[src/rtl/pcpu_pipe_ctrl_if.sv]
// -----------------------------------------------------------------------------
// pcpu_pipe_ctrl_if
// Purpose : groups the hazard inputs and the control/status outputs of the
//           PCPU pipeline sequencer so they can be passed as a single port.
// Modports:
//   master - driven by the datapath / environment: enable, start, ID source
//            registers and use flags, EX load/destination, br_taken,
//            mem_wait, wb_halt. Observes state, stage_en, stage_valid,
//            pc_en, retired, stall_cycles.
//   slave  - the sequencer itself (pcpu_pipe_ctrl), the reverse direction.
// -----------------------------------------------------------------------------
interface pcpu_pipe_ctrl_if #(
   parameter int unsigned STAGES = 5,
   parameter int unsigned RA_W   = 3,
   parameter int unsigned CNT_W  = 16
);
   logic              enable;
   logic              start;
   logic [RA_W-1:0]   id_rs_a;
   logic [RA_W-1:0]   id_rs_b;
   logic              id_use_a;
   logic              id_use_b;
   logic              ex_is_load;
   logic [RA_W-1:0]   ex_rd;
   logic              br_taken;
   logic              mem_wait;
   logic              wb_halt;
   logic [1:0]        state;
   logic [STAGES-1:0] stage_en;
   logic [STAGES-1:0] stage_valid;
   logic              pc_en;
   logic [CNT_W-1:0]  retired;
   logic [CNT_W-1:0]  stall_cycles;

   modport master (
      output enable, start, id_rs_a, id_rs_b, id_use_a, id_use_b,
             ex_is_load, ex_rd, br_taken, mem_wait, wb_halt,
      input  state, stage_en, stage_valid, pc_en, retired, stall_cycles
   );

   modport slave (
      input  enable, start, id_rs_a, id_rs_b, id_use_a, id_use_b,
             ex_is_load, ex_rd, br_taken, mem_wait, wb_halt,
      output state, stage_en, stage_valid, pc_en, retired, stall_cycles
   );
endinterface

[src/rtl/pcpu_pipe_ctrl.sv]
// -----------------------------------------------------------------------------
// pcpu_pipe_ctrl
// Purpose : run-state machine (IDLE/RUN/HALT) and per-stage valid/enable
//           sequencing for a STAGES-deep PCPU pipeline. Handles load-use
//           stall, taken-branch flush, data-memory wait freeze and halt.
//           Stage 0 = IF, 1 = ID, 2 = EX, ..., STAGES-1 = WB.
// Ports   :
//   clock  in  rising-edge clock
//   reset  in  synchronous, active-high
//   bus    pcpu_pipe_ctrl_if.slave - hazard inputs, state/stage_en/
//          stage_valid/pc_en outputs and the retired/stall_cycles counters
// Config  : define PCPU_PERF_CNT_EN to build the saturating retired and
//           stall_cycles counters; otherwise both read 0 and no counter
//           flops exist.
// -----------------------------------------------------------------------------
module pcpu_pipe_ctrl #(
   parameter int unsigned STAGES   = 5,
   parameter int unsigned RA_W     = 3,
   parameter int unsigned BR_STAGE = 3,
   parameter int unsigned CNT_W    = 16
) (
   input logic              clock,
   input logic              reset,
   pcpu_pipe_ctrl_if.slave  bus
);

   typedef enum logic [1:0] {
      ST_IDLE = 2'b00,
      ST_RUN  = 2'b01,
      ST_HALT = 2'b10
   } state_t;

   // Stages 0..BR_STAGE are squashed by a taken branch.
   localparam logic [STAGES-1:0] BR_FLUSH_MASK = {STAGES{1'b1}} >> (STAGES - BR_STAGE - 1);

   state_t            r_state;
   logic [STAGES-1:0] r_valid;

   logic [RA_W-1:0]   w_ex_rd;
   logic              w_run;
   logic              w_halt;
   logic              w_br;
   logic              w_lu;
   logic              w_retire;
   logic              w_stall;
   logic              w_pc_en;
   logic [STAGES-1:0] w_stage_en;
   logic [STAGES-1:0] w_shift;
   logic [STAGES-1:0] w_valid_nxt;

   assign w_ex_rd = bus.ex_rd;

   always_comb begin
      w_run   = (r_state == ST_RUN) && bus.enable;
      w_halt  = bus.wb_halt && r_valid[STAGES-1];
      w_br    = bus.br_taken && r_valid[BR_STAGE];
      w_lu    = bus.ex_is_load && r_valid[2] && r_valid[1] &&
                ((bus.id_use_a && (bus.id_rs_a == w_ex_rd)) ||
                 (bus.id_use_b && (bus.id_rs_b == w_ex_rd)));
      w_shift = {r_valid[STAGES-2:0], 1'b0};

      w_stage_en  = '0;
      w_pc_en     = 1'b0;
      w_valid_nxt = r_valid;
      w_retire    = 1'b0;
      w_stall     = 1'b0;

      // Priority: halt > mem_wait freeze > branch flush > load-use > advance.
      if (w_run) begin
         if (w_halt) begin
            w_valid_nxt = '0;
            w_retire    = 1'b1;
         end else if (bus.mem_wait) begin
            w_stall = 1'b1;
         end else if (w_br) begin
            w_stage_en  = '1;
            w_pc_en     = 1'b1;
            w_retire    = r_valid[STAGES-1];
            w_valid_nxt = w_shift & ~BR_FLUSH_MASK;
         end else if (w_lu) begin
            // IF/ID hold their instructions; a bubble enters EX.
            w_stage_en  = {{(STAGES-2){1'b1}}, 2'b00};
            w_retire    = r_valid[STAGES-1];
            w_stall     = 1'b1;
            w_valid_nxt = {w_shift[STAGES-1:3], 1'b0, r_valid[1:0]};
         end else begin
            w_stage_en  = '1;
            w_pc_en     = 1'b1;
            w_retire    = r_valid[STAGES-1];
            w_valid_nxt = w_shift | {{(STAGES-1){1'b0}}, 1'b1};
         end
      end
   end

   always_ff @(posedge clock) begin
      if (reset) begin
         r_state <= ST_IDLE;
         r_valid <= '0;
      end else if (bus.enable) begin
         case (r_state)
            ST_RUN: begin
               r_valid <= w_valid_nxt;
               if (w_halt) r_state <= ST_HALT;
            end
            default: begin
               if (bus.start) begin
                  r_state <= ST_RUN;
                  r_valid <= '0;
               end
            end
         endcase
      end
   end

   assign bus.state       = r_state;
   assign bus.stage_valid = r_valid;
   assign bus.stage_en    = w_stage_en;
   assign bus.pc_en       = w_pc_en;

`ifdef PCPU_PERF_CNT_EN
   logic [CNT_W-1:0] r_retired;
   logic [CNT_W-1:0] r_stall_cycles;

   // Both counters stick at all-ones instead of wrapping.
   always_ff @(posedge clock) begin
      if (reset) begin
         r_retired      <= '0;
         r_stall_cycles <= '0;
      end else begin
         if (w_retire && (r_retired != '1))     r_retired      <= r_retired + 1'b1;
         if (w_stall && (r_stall_cycles != '1)) r_stall_cycles <= r_stall_cycles + 1'b1;
      end
   end

   assign bus.retired      = r_retired;
   assign bus.stall_cycles = r_stall_cycles;
`else
   logic w_unused_cnt;
   assign w_unused_cnt     = w_retire ^ w_stall;
   assign bus.retired      = {CNT_W{1'b0}};
   assign bus.stall_cycles = {CNT_W{1'b0}};
`endif

endmodule

[src/flat_wrapper.sv]
// flat-port wrapper written by rule: the top's interface ports become plain ports
module pcpu_pipe_ctrl_flat 
#(
   parameter int unsigned STAGES   = 5,
   parameter int unsigned RA_W     = 3,
   parameter int unsigned BR_STAGE = 3,
   parameter int unsigned CNT_W    = 16
)
  (clock, reset, bus_enable, bus_start, bus_id_rs_a, bus_id_rs_b, bus_id_use_a, bus_id_use_b, bus_ex_is_load, bus_ex_rd, bus_br_taken, bus_mem_wait, bus_wb_halt, bus_state, bus_stage_en, bus_stage_valid, bus_pc_en, bus_retired, bus_stall_cycles);
  pcpu_pipe_ctrl_if #(.STAGES(STAGES), .RA_W(RA_W), .CNT_W(CNT_W)) bus_i ();
  input logic clock;
  input logic reset;
  input wire logic [$bits(bus_i.enable)-1:0] bus_enable;
  input wire logic [$bits(bus_i.start)-1:0] bus_start;
  input wire logic [$bits(bus_i.id_rs_a)-1:0] bus_id_rs_a;
  input wire logic [$bits(bus_i.id_rs_b)-1:0] bus_id_rs_b;
  input wire logic [$bits(bus_i.id_use_a)-1:0] bus_id_use_a;
  input wire logic [$bits(bus_i.id_use_b)-1:0] bus_id_use_b;
  input wire logic [$bits(bus_i.ex_is_load)-1:0] bus_ex_is_load;
  input wire logic [$bits(bus_i.ex_rd)-1:0] bus_ex_rd;
  input wire logic [$bits(bus_i.br_taken)-1:0] bus_br_taken;
  input wire logic [$bits(bus_i.mem_wait)-1:0] bus_mem_wait;
  input wire logic [$bits(bus_i.wb_halt)-1:0] bus_wb_halt;
  output wire logic [$bits(bus_i.state)-1:0] bus_state;
  output wire logic [$bits(bus_i.stage_en)-1:0] bus_stage_en;
  output wire logic [$bits(bus_i.stage_valid)-1:0] bus_stage_valid;
  output wire logic [$bits(bus_i.pc_en)-1:0] bus_pc_en;
  output wire logic [$bits(bus_i.retired)-1:0] bus_retired;
  output wire logic [$bits(bus_i.stall_cycles)-1:0] bus_stall_cycles;
  assign bus_i.enable = bus_enable;
  assign bus_i.start = bus_start;
  assign bus_i.id_rs_a = bus_id_rs_a;
  assign bus_i.id_rs_b = bus_id_rs_b;
  assign bus_i.id_use_a = bus_id_use_a;
  assign bus_i.id_use_b = bus_id_use_b;
  assign bus_i.ex_is_load = bus_ex_is_load;
  assign bus_i.ex_rd = bus_ex_rd;
  assign bus_i.br_taken = bus_br_taken;
  assign bus_i.mem_wait = bus_mem_wait;
  assign bus_i.wb_halt = bus_wb_halt;
  assign bus_state = bus_i.state;
  assign bus_stage_en = bus_i.stage_en;
  assign bus_stage_valid = bus_i.stage_valid;
  assign bus_pc_en = bus_i.pc_en;
  assign bus_retired = bus_i.retired;
  assign bus_stall_cycles = bus_i.stall_cycles;
  pcpu_pipe_ctrl #(.STAGES(STAGES), .RA_W(RA_W), .BR_STAGE(BR_STAGE), .CNT_W(CNT_W)) u_core (.clock(clock), .reset(reset), .bus(bus_i));
endmodule
[config.mk]
export PLATFORM = sky130hd
export DESIGN_NAME = pcpu_pipe_ctrl_flat
export DESIGN_NICKNAME = d
export VERILOG_FILES = /design/src/rtl/pcpu_pipe_ctrl_if.sv /design/src/rtl/pcpu_pipe_ctrl.sv /design/src/flat_wrapper.sv
export SDC_FILE = /design/constraint.sdc
export NUM_CORES = 1
export LEC_CHECK = 0
export CORE_ASPECT_RATIO = 1.1
export CORE_UTILIZATION = 29
export CTS_BUF_LIST = sky130_fd_sc_hd__clkbuf_2
export DETAILED_ROUTE_END_ITERATION = 8
export GPL_TIMING_DRIVEN = 0
export PLACE_DENSITY = 0.8
export REMOVE_ABC_BUFFERS = 1
export SYNTH_ARGS = -nofsm -noshare
export SYNTH_HDL_FRONTEND = slang
export SYNTH_SLANG_ARGS = --single-unit
[constraint.sdc]
create_clock -name clock -period 1.3 [get_ports clock]
set_input_delay 0.26 -clock clock [delete_from_list [all_inputs] [get_ports clock]]
set_output_delay 0.26 -clock clock [all_outputs]
set_load 0.1 [all_outputs]
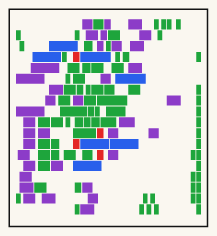
Fig. 1. Cell classes on the final placement (run 1).
(4 px per um)
Key: blue = registers [cells 7]; purple = remaining buffers and delay cells [cells 36]; red = clock drivers and dummy loads [cells 4]; green = remaining logic cells [cells 75]

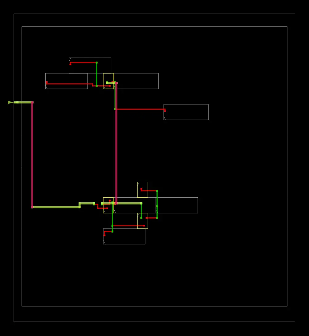
Fig. 2. Clock nets (run 1).
Num Clock Sinks: 7
worst-skew pair later-pin latency: 250 ps

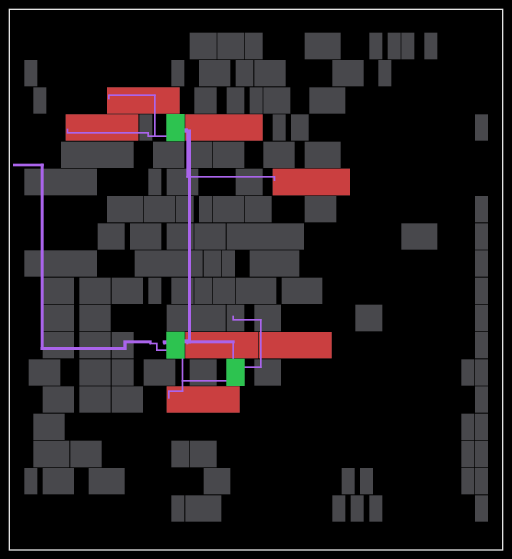
Fig. 3. Clock distribution (run 1).
(10 px per um)
Key: purple = clock wires [length 129 um]; red = flip-flops [count 7]; green = clock-net drivers [count 3]
There are 4 routed clock nets.
clock group power: 172 uW
Setup Skew: 5.42 ps
clock network power share: 16.7%

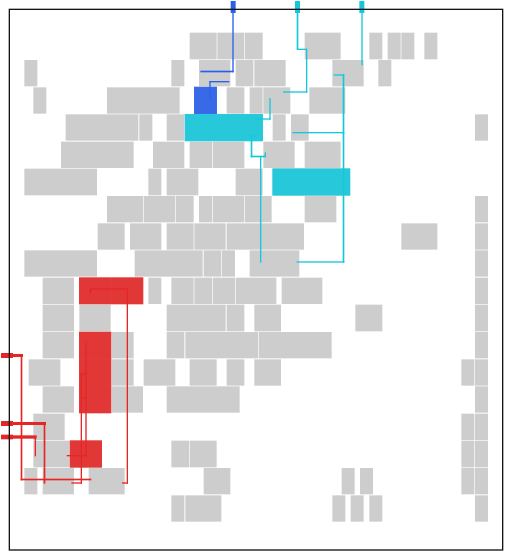
Fig. 4. Wires at chosen ports, followed through buffers (run 1).
(10 px per um)
Key: blue = bus_wb_halt [bits 1, direction input, edge top, end cells 1, buffers 1, wire 12.7 um]; red = bus_ex_rd [bits 3, direction input, edge left, end cells 6, buffers 3, wire 82.5 um]; cyan = bus_state [bits 2, direction output, edge top, end cells 2, buffers 2, wire 63.9 um]

==> job_summary.md, run 1 <==
### Flow metrics

| Metric | Value |
|---|---|
| Cell with the most instances after synthesis | buf_4 |
| Part of the total power dissipated in sequential elements | 21.7% |
| Capturing element type of the critical path | output port |
| Non-Filler Cell Area, Final | 1000 um2 |
| Number of flip-flops and latches in the synthesized netlist | 7 |
| Switch share | 61.3% |
| Total routing resource utilization after global routing | 12.4% |
| Count of final max-slew check failures | 0 |
| Combined area of all synthesized cells | 711 um2 |
| Avg WL per Cell | 10.5 um |
| Async set-reset flop share out of synthesis | 0% |
| Top cell excl fill/tap | conb_1 |
| Antenna diode count | 0 |
| Main area contributors | buf_4 38%, dfxtp_1 20%, xnor2_1 7.4%, a21oi_2 3.7%, nand2_1 3.2% |
| Met2 Track Usage GR | 23.7% |
| Buffers on Ports | 31 |
| Synth area leader | buf_4 |
| Logic inverters | 0 |
| Count of library flops with an enable pin | 0 |
| Top FF cell, synth | dfxtp_1 |
| Site row count | 18 |
| Sequential cell area | 143 um2 |
| Filler cell count in the final layout | 231 |
| Post_cts resized | 108 |
| Area share of fa/ha/maj cells after synthesis | 0% |
| Bufs and invs on worst path | 2 |
| Tightest Pin Transition | 948 ps |
| Hold Crit Class | in2reg |
| Count of distinct cell types in the synthesized netlist | 27 |
| Worst R2R Path Depth | 7 |
| Clock tree from TritonCTS | done |
| Sequential cells | 7 |
| Chip area line of the yosys report | 711 um2 |
| Commonest cells in the netlist | 36 x buf_4, 7 x dfxtp_1, 6 x nand2_1, 6 x xnor2_1 |
| Remaining routing DRC violations | 0 |
| Status | complete, but fails checks |
| Final-layout clock-cell area share | 2.00% |
| Met3 WL | 123 um |
| Worst setup SP type | input port |
| Pleak | 0.450 nW |
| Crit path max-delay family | simple AND/OR/NAND/NOR gates |
| Post-Route Setup TNS | -2980 ps |
| Max Clk Rate | 581 MHz |
| Crit path setup slack, layout | -420 ps |
| Portion of netlist area occupied by mux cells | 0% |
| Violated checks | setup timing |
| Hold Worst Slack | 440 ps |
| Non-clk bufs | 36 |
| Final critical-path required period | 1720 ps |
| Routed length on met1 | 550 um |
| Largest driver fanout on the critical path | 5 |
| Die Area | 0.00265 mm2 |
| Final setup violating endpoints | 12 |
| Internal power | 399 uW |
| Clock slew at the register clock pins of the worst setup and hold paths | 80 ps |
| Most frequent cells in the layout | 32 x conb_1, 11 x dlygate4sd2_1, 9 x buf_4, 6 x xnor2_1 |
| Proportion of cell area occupied by registers | 14.3% |
| Number of clock buffer instances in the layout | 4 |
| Startpoint of the worst hold path | bus_enable |
| Synth-to-layout area growth | 40.7% |
| Routed Antenna Nets | 0 |
| RSZ-0062 raised after global routing | true |
| Power density over the cells | 1030 mW/mm2 |
| Proportion of layout cells with a drive suffix above 1 | 30.3% |
| Number of placed instances, taps included | 143 |
| Number of setup buffers added after CTS | 3 |
| Final period utilization | 132% |
| CTS Buf Count | 3 |
Fig. 5: run 1, metal 3
(6 px per um)
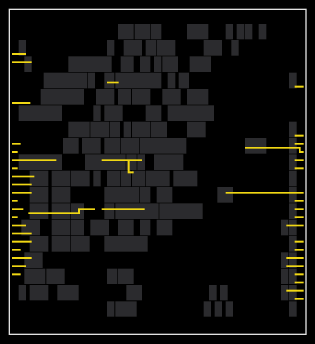

--- run 2 (diff from run 1) ---
PLACE_DENSITY = not set   (was 0.8)
PLACE_DENSITY_LB_ADDON = 0.08   (was not set)
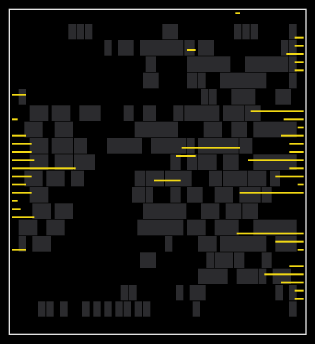
Fig. 6. Metal 3 (run 2).
(6 px per um)
41 nets have wire on it. The layer holds 9.6% of the routed length. The wires run mostly horizontal. The layer carries 142 um of wire.

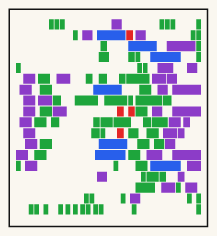
Fig. 7. Cell classes on the final placement (run 2).
(4 px per um)
Key: red = clock drivers and dummy loads [cells 4]; green = remaining logic cells [cells 75]; purple = remaining buffers and delay cells [cells 37]; blue = registers [cells 7]

==> job_summary.md, run 2 <==
### Flow metrics

| Metric | Value |
|---|---|
| Combined area of all synthesized cells | 711 um2 (unchanged) |
| Internal power | 405 uW (was 399 uW) |
| Post_cts resized | 108 (unchanged) |
| Synth area leader | buf_4 (unchanged) |
| Bufs and invs on worst path | 1 (was 2) |
| Met2 Track Usage GR | 21.0% (was 23.7%) |
| Num Clock Sinks | 7 (unchanged) |
| Post-Route Setup TNS | -2820 ps (was -2980 ps) |
| Routed Antenna Nets | 0 (unchanged) |
| Most Crowded Layer GR | met2 (unchanged) |
| Largest driver fanout on the critical path | 5 (unchanged) |
| Setup Skew | 4.68 ps (was 5.42 ps) |
| Cell with the most instances after synthesis | buf_4 (unchanged) |
| Die Area | 0.00265 mm2 (unchanged) |
| Total routing resource utilization after global routing | 12.1% (was 12.4%) |
| Power density over the cells | 1010 mW/mm2 (was 1030 mW/mm2) |
| Max Clk Rate | 581 MHz (about the same) |
| Final critical-path required period | 1720 ps (about the same) |
| Number of clock buffer instances in the layout | 4 (unchanged) |
| Switch share | 61.0% (was 61.3%) |
| Clock slew at the register clock pins of the worst setup and hold paths | 80 ps (about the same) |
| Met2 Wirelength | 766 um (was 881 um) |
| Most frequent cells in the layout | 32 x conb_1, 11 x dlygate4sd2_1, 10 x buf_4, 6 x xnor2_1, 6 x clkdlybuf4s50_1 (was 32 x conb_1, 11 x dlygate4sd2_1, 9 x buf_4, 6 x xnor2_1) |
| Part of the total power dissipated in sequential elements | 21.5% (was 21.7%) |
| Logic inverters | 0 (unchanged) |
| Antenna diode count | 0 (unchanged) |
| Filler cell count in the final layout | 247 (was 231) |
| Startpoint of the worst hold path | bus_enable (unchanged) |
| Worst R2R Path Depth | 8 (was 7) |
| Crit path setup slack, layout | -423 ps (was -420 ps) |
| Worst setup SP type | flip-flop (was input port) |
| Count of library flops with an enable pin | 0 (unchanged) |
| Cell count listed in synth_stat.txt | 87 (unchanged) |
| Post-synth top area share | 38.0% (unchanged) |
| Clock tree from TritonCTS | done (unchanged) |
| Top pwr grp | combinational cells (unchanged) |
| Highest routed layer | met4 (unchanged) |
| Portion of netlist area occupied by mux cells | 0% (unchanged) |
| Hold Worst Slack | 276 ps (was 440 ps) |
| Proportion of layout cells with a drive suffix above 1 | 31.7% (was 30.3%) |
| Final period utilization | 133% (was 132%) |
| Area share of fa/ha/maj cells after synthesis | 0% (unchanged) |
| Clock network power share | 16.8% (was 16.7%) |
| Async set-reset flop share out of synthesis | 0% (unchanged) |
| CTS Buf Count | 3 (unchanged) |
| Remaining routing DRC violations | 0 (unchanged) |
| Capturing element type of the critical path | output port (unchanged) |
| Number of setup buffers added after CTS | 3 (unchanged) |
| Main area contributors | buf_4 38%, dfxtp_1 20%, xnor2_1 7.4%, a21oi_2 3.7%, nand2_1 3.2% (unchanged) |
| Sequential cells | 7 (unchanged) |
| Crit path max-delay family | simple AND/OR/NAND/NOR gates (unchanged) |
| Sequential cell area | 144 um2 (was 143 um2) |
| Top FF cell, synth | dfxtp_1 (unchanged) |
| Final-layout clock-cell area share | 1.95% (was 2.00%) |
| Violated checks | setup timing (unchanged) |
| Non-Filler Cell Area, Final | 0.00102 mm2 (was 1000 um2) |
| Final setup violating endpoints | 12 (unchanged) |
| Commonest cells in the netlist | 36 x buf_4, 7 x dfxtp_1, 6 x nand2_1, 6 x xnor2_1 (unchanged) |
| RSZ-0062 raised after global routing | true (unchanged) |
| Routed length on met1 | 537 um (was 550 um) |
| Hold Crit Class | in2reg (unchanged) |
| Proportion of cell area occupied by registers | 14.0% (was 14.3%) |
| Pleak | 0.457 nW (was 0.450 nW) |
| Vias | 634 (was 648) |
| Number of flip-flops and latches in the synthesized netlist | 7 (unchanged) |
| Status | complete, but fails checks (unchanged) |
| Number of placed instances, taps included | 143 (unchanged) |
| Met3 WL | 142 um (was 123 um) |
| Worst-skew pair later-pin latency | 250 ps (about the same) |
Fig. 8: run 2, wires at chosen ports, followed through buffers
(10 px per um)
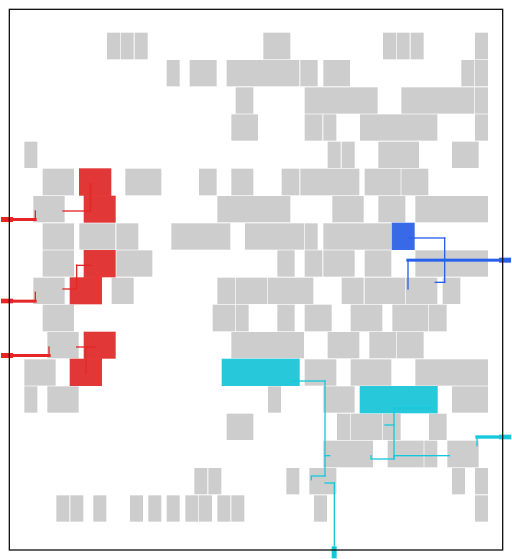

--- run 3 (diff from run 2) ---
CORE_UTILIZATION = 32   (was 29)
clock period = 1.65 ns   (was 1.3 ns; I/O delays follow)
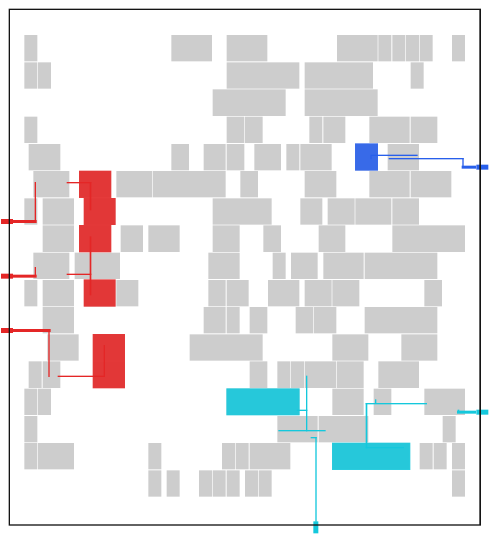
Fig. 9. Wires at chosen ports, followed through buffers (run 3).
(10 px per um)
Key: red = bus_ex_rd [bits 3, direction input, edge left, end cells 6, buffers 3, wire 37.7 um]; cyan = bus_state [bits 2, direction output, edge 1 right, 1 bottom, end cells 2, buffers 2, wire 36.0 um]; blue = bus_wb_halt [bits 1, direction input, edge right, end cells 1, buffers 1, wire 14.3 um]
Buffers on Ports: 31
number of primary I/O pins: 64

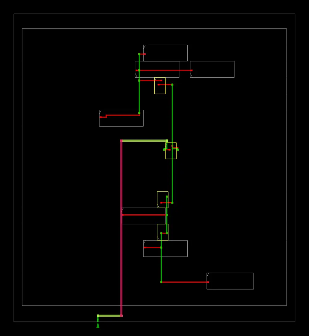
Fig. 10. Clock nets (run 3).
Setup Skew: 0.433 ps
CTS Buf Count: 3
number of clock buffer instances in the layout: 4
sequential cells: 7
worst-skew pair later-pin latency: 230 ps

==> job_summary.md, run 3 <==
### Flow metrics

| Metric | Value |
|---|---|
| Number of flip-flops and latches in the synthesized netlist | 7 (unchanged) |
| Top cell excl fill/tap | conb_1 (unchanged) |
| Synth area leader | buf_4 (unchanged) |
| Post_cts resized | 93 (was 108) |
| Final setup violating endpoints | 3 (was 12) |
| Clock group power | 128 uW (was 175 uW) |
| Hold Worst Slack | 403 ps (was 276 ps) |
| Status | complete, but fails checks (unchanged) |
| Cell with the most instances after synthesis | buf_4 (unchanged) |
| Most Crowded Layer GR | met2 (unchanged) |
| Portion of netlist area occupied by mux cells | 0% (unchanged) |
| Startpoint of the worst hold path | bus_mem_wait (was bus_enable) |
| Final period utilization | 108% |
| Async set-reset flop share out of synthesis | 0% (unchanged) |
| Die Area | 0.00241 mm2 (was 0.00265 mm2) |
| Capturing element type of the critical path | output port (unchanged) |
| Number of setup buffers added after CTS | 4 (was 3) |
| Worst R2R Path Depth | 5 (was 8) |
| Highest routed layer | met4 (unchanged) |
| Post-Route Setup TNS | -408 ps (was -2820 ps) |
| Proportion of layout cells with a drive suffix above 1 | 31.1% (was 31.7%) |
| Avg WL per Cell | 9.53 um (was 9.71 um) |
| Clock slew at the register clock pins of the worst setup and hold paths | 70 ps (was 80 ps) |
| Tightest Pin Transition | 546 ps (was 947 ps) |
| Num Clock Sinks | 7 (unchanged) |
| Remaining routing DRC violations | 0 (unchanged) |
| Number of cells on the critical path | 4 (unchanged) |
| Most frequent cells in the layout | 32 x conb_1, 8 x clkdlybuf4s15_2, 7 x dlygate4sd2_1 (was 32 x conb_1, 11 x dlygate4sd2_1, 10 x buf_4, 6 x xnor2_1, 6 x clkdlybuf4s50_1) |
| Filler cell count in the final layout | 221 (was 247) |
| Area share of fa/ha/maj cells after synthesis | 0% (unchanged) |
| Combined area of all synthesized cells | 711 um2 (unchanged) |
| Part of the total power dissipated in sequential elements | 22.1% (was 21.5%) |
| Hold Crit Class | in2reg (unchanged) |
| Routed length on met1 | 516 um (was 537 um) |
| Commonest cells in the netlist | 36 x buf_4, 7 x dfxtp_1, 6 x nand2_1, 6 x xnor2_1 (unchanged) |
| Met2 Wirelength | 731 um (was 766 um) |
| Crit path max-delay family | buffers and inverters (was simple AND/OR/NAND/NOR gates) |
| Total routing resource utilization after global routing | 12.7% (was 12.1%) |
| Violated checks | setup timing (unchanged) |
| Power density over the cells | 789 mW/mm2 (was 1010 mW/mm2) |
| Final critical-path required period | 1790 ps |
| Internal power | 310 uW (was 405 uW) |
| Sequential cell area | 141 um2 (was 144 um2) |
| Chip area line of the yosys report | 711 um2 (unchanged) |
| Non-clk bufs | 36 (was 37) |
| Main area contributors | buf_4 38%, dfxtp_1 20%, xnor2_1 7.4%, a21oi_2 3.7%, nand2_1 3.2% (unchanged) |
| RSZ-0062 raised after global routing | true (unchanged) |
| Post-synth top area share | 38.0% (unchanged) |
| Switching pwr | 483 uW (was 633 uW) |
| Final-layout clock-cell area share | 1.99% (was 1.95%) |
| Met2 Track Usage GR | 22.7% (was 21.0%) |
| Number of placed instances, taps included | 141 (was 143) |
| Top FF cell, synth | dfxtp_1 (unchanged) |
| Switch share | 60.9% (was 61.0%) |
| Synth-to-layout area growth | 41.5% (was 44.2%) |
| Antenna diode count | 0 (unchanged) |
| Crit path setup slack, layout | -137 ps (was -423 ps) |
| Pin count of the biggest net entering global routing | 9 (unchanged) |
| Count of final max-slew check failures | 0 (unchanged) |
| Count of library flops with an enable pin | 0 (unchanged) |
| Bufs and invs on worst path | 2 (was 1) |
| Vias | 614 (was 634) |
| Worst setup SP type | input port (was flip-flop) |
| Logic inverters | 0 (unchanged) |
| Proportion of cell area occupied by registers | 14.1% (was 14.0%) |
| Net count, final | 142 (was 143) |
| Pleak | 0.439 nW (was 0.457 nW) |
Power is estimated from default activity; no workload was simulated.
